$ cat src/rtl/uart_tx.sv
// 8N1 UART transmitter that drains a byte queue through its empty flag, head word and pop pulse.
// Each accepted byte gets one pop pulse and is then shifted out LSB-first on tx.
module uart_tx #(
  parameter int NBITS        = 8,
  parameter int CLKS_PER_BIT = 434,
  parameter int CNTBITS      = 9
) (
  input  logic             ck,
  input  logic             rst,
  input  logic             em,
  input  logic [NBITS-1:0] din,
  input  logic             en,
  output logic             pp,
  output logic             tx,
  output logic             busy
);

  localparam int IW = (NBITS > 1) ? $clog2(NBITS) : 1;
  localparam logic [CNTBITS-1:0] LAST = CNTBITS'(CLKS_PER_BIT - 1);
  localparam logic [IW-1:0]      TOP  = IW'(NBITS - 1);

  typedef enum logic [1:0] {IDLE, START, DATA, STOP} state_t;

  state_t             state, state_nx;
  logic [CNTBITS-1:0] cnt, cnt_nx;
  logic [IW-1:0]      idx, idx_nx;
  logic [NBITS-1:0]   shift, shift_nx;
  logic               tx_nx, pp_nx, busy_nx;

  always_ff @(posedge ck) begin
    if (!rst) begin
      state <= IDLE;
      cnt   <= '0;
      idx   <= '0;
      shift <= '0;
      tx    <= 1'b1;
      pp    <= 1'b0;
      busy  <= 1'b0;
    end else begin
      state <= state_nx;
      cnt   <= cnt_nx;
      idx   <= idx_nx;
      shift <= shift_nx;
      tx    <= tx_nx;
      pp    <= pp_nx;
      busy  <= busy_nx;
    end
  end

  always_comb begin
    state_nx = state;
    cnt_nx   = (cnt == LAST) ? '0 : cnt + 1'b1;
    idx_nx   = idx;
    shift_nx = shift;
    tx_nx    = tx;
    pp_nx    = 1'b0;
    busy_nx  = 1'b1;
    case (state)
      IDLE: begin
        cnt_nx  = '0;
        tx_nx   = 1'b1;
        busy_nx = 1'b0;
        // Leaving IDLE on the capture edge is what guarantees a single pop per word.
        if (!em && en) begin
          state_nx = START;
          shift_nx = din;
          pp_nx    = 1'b1;
          busy_nx  = 1'b1;
          tx_nx    = 1'b0;
        end
      end
      START: begin
        if (cnt == LAST) begin
          state_nx = DATA;
          tx_nx    = shift[0];
          idx_nx   = '0;
        end
      end
      DATA: begin
        if (cnt == LAST) begin
          if (idx == TOP) begin
            state_nx = STOP;
            tx_nx    = 1'b1;
          end else begin
            shift_nx = shift >> 1;
            tx_nx    = shift_nx[0];
            idx_nx   = idx + 1'b1;
          end
        end
      end
      STOP: begin
        tx_nx = 1'b1;
        if (cnt == LAST) begin
          state_nx = IDLE;
          busy_nx  = 1'b0;
        end
      end
      default: state_nx = IDLE;
    endcase
  end

endmodule

$ cat config.mk
export PLATFORM = sky130hd
export DESIGN_NAME = uart_tx
export DESIGN_NICKNAME = d
export VERILOG_FILES = /design/src/rtl/uart_tx.sv
export SDC_FILE = /design/constraint.sdc
export NUM_CORES = 1
export LEC_CHECK = 0
export CAP_MARGIN = 20
export CORE_MARGIN = 5
export CORE_UTILIZATION = 45
export DETAILED_ROUTE_END_ITERATION = 8
export PLACE_DENSITY = 0.63
export SLEW_MARGIN = 10
export SYNTH_ARGS = -nofsm -noshare
export SYNTH_HDL_FRONTEND = slang
export SYNTH_SLANG_ARGS = --single-unit
$ cat constraint.sdc
create_clock -name ck -period 4.1 [get_ports ck]
set_input_delay 0.615 -clock ck [delete_from_list [all_inputs] [get_ports ck]]
set_output_delay 0.615 -clock ck [all_outputs]
set_load 0.03 [all_outputs]
==> results_dict.tcl, run 1 <==
# metrics dict for downstream scripts
set metrics [dict create \
    synth-simple-area-share_pct 19.3 \
    min_from "shift[5]" \
    ys_cells 152 \
    final.setup_skew_ns 0.00282 \
    avgRoutedWirePerCell_um 14.0 \
    path_clk_slew_ns 0.14 \
    top_cells_by_count "dfxtp_1 (25), inv_1 (18), nor2_1 (17)" \
    p_comb_mw 0.329 \
    p_seq_mw 0.312 \
    path_buffers 1 \
    largestClassByArea "combinational gates" \
    ioPinCount 15 \
    top_cells_by_area "dfxtp_1 (37%), a221oi_2 (8.8%), ha_1 (7.4%)" \
    grt_max_degree 20 \
    worst_setup_path_end_kind "flop" \
    nonClkBufAreaFrac_pct 9.05 \
    final_core_util_pct 52.0 \
    required_ns 4.36 \
    ys_seq_share_pct 36.8 \
    cts_hold_buf 0 \
    ant_nets 0 \
    hold-path-cell-count 2 \
    status "finished, final reports clean" \
    avgSynthCellArea_um2 8.94 \
    synth.cellmix.compoundShare_pct 24.9 \
    final_nets 186 \
    rr_startpoint "state[0]" \
]
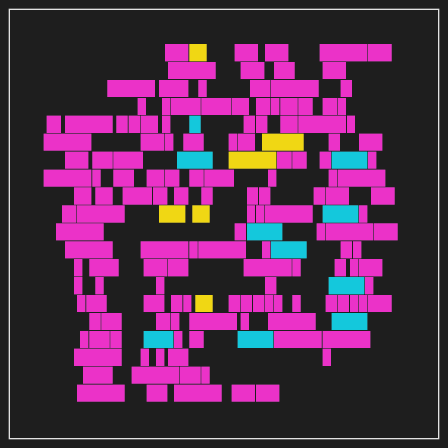
Figure 1: run 1, drive-strength map.
magenta -> x1 and smaller  # cells 149, share 90%
yellow -> x3 and x4  # cells 6, share 3.6%
cyan -> x2  # cells 10, share 6.1%

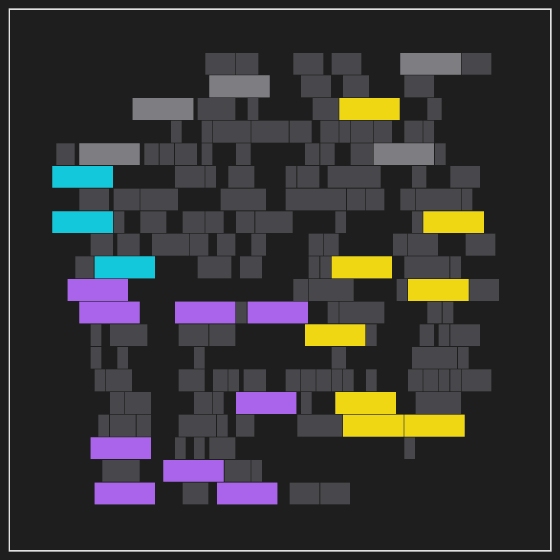
Figure 2: run 1, where the registers sit.
Other sequential cells in the stronger grey, the rest of the logic in the fainter grey.
purple -> cnt  # sequential cells 9
yellow -> shift  # sequential cells 8
cyan -> idx  # sequential cells 3
not coloured = 5

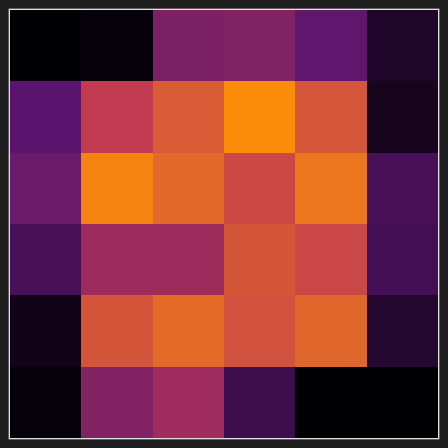
Figure 3: run 1, cell area per tile.
The die is cut into 6 by 6 equal tiles; black is low, pale yellow is high, 0 to 100% covered.
densest ninth of the die = centre
mean over tiles = 36%
fullest tile = 75%
nearly empty tiles = 14%

Figure 4. Cells coloured by class (run 1).
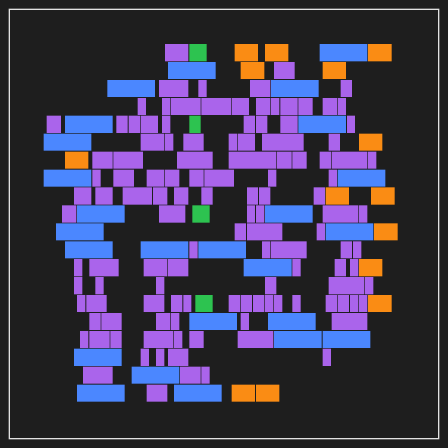

==> run 2, diff against run 1 <==
- clock period: 4.1 -> 2.16 ns (I/O delays scaled with it)
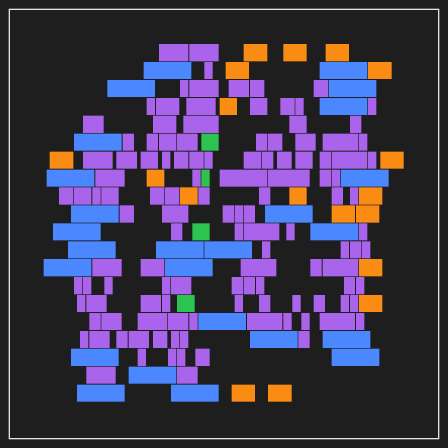
Figure 5: run 2, cells coloured by class.
green -> clock drivers and dummy loads  # cells 4
blue -> registers  # cells 25
purple -> remaining logic cells  # cells 122
orange -> remaining buffers and delay cells  # cells 18

==> results_dict.tcl, run 2 <==
# metrics dict for downstream scripts
set metrics [dict create \
    grt_first_pass_wirelength_um 5040 \
    grt_max_degree 14 \
    drive_gt1_share_pct 11.2 \
    most-common-layout-cells "dfxtp_1 (25), inv_1 (18), nor2_1 (17), clkdlybuf4s50_1 (14)" \
    status "finished, final reports clean" \
    synth_area_mm2 0.00136 \
    ioPinCount 15 \
    pg_clk_mw 0.211 \
    timing.rr.end "state[1]" \
    crit_start "state[0]" \
    diodes 0 \
    worst_setup_path_end_kind "flop" \
    hold-path-cell-count 2 \
    min_from "shift[3]" \
    synth.cellmix.compoundShare_pct 24.9 \
    nonClkBufAreaFrac_pct 10.8 \
    synth-simple-area-share_pct 19.3 \
    top_cells_by_count "dfxtp_1 (25), inv_1 (18), nor2_1 (17)" \
    p_comb_mw 0.644 \
    dp_hpwl_um 2020 \
    reg_top3 "cnt x9, shift x8, idx x3" \
    cts_hold_buf 0 \
    gp_congestion 0.701 \
    fa_ha_area_share_pct 7.37 \
    cp-endpoint "state[1]" \
    ys_cells 152 \
    avgSynthCellArea_um2 8.94 \
    p_seq_mw 0.593 \
    fin_cells 202 \
    chipArea_mm2 0.00422 \
    avgRoutedWirePerCell_um 13.6 \
    largestClassByArea "combinational gates" \
    final_nets 190 \
    path_clk_slew_ns 0.14 \
    internal_power_mw 0.893 \
    cts_buffers 3 \
    worstHoldEndpoint "shift[3]" \
    top_cells_by_area "dfxtp_1 (37%), a221oi_2 (8.8%), ha_1 (7.4%)" \
    rr_startpoint "state[0]" \
    final.setup_skew_ns 0.00683 \
    ant_nets 0 \
    path_buffers 1 \
    final_core_util_pct 53.0 \
    power_leader "combinational cells" \
    ys_seq_share_pct 36.8 \
    die_h_um 65.0 \
    synthesis.instances 152 \
    ctsHtreeMaxLevel 1 \
]
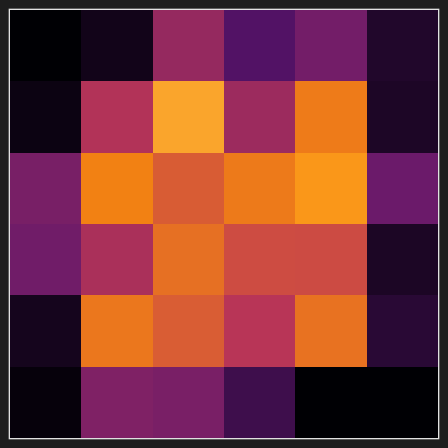
Figure 6: run 2, cell area per tile.
The die is cut into 6 by 6 equal tiles; black is low, pale yellow is high, 0 to 100% covered.
fullest tile = 81%
mean over tiles = 36%
nearly empty tiles = 11%
densest ninth of the die = centre

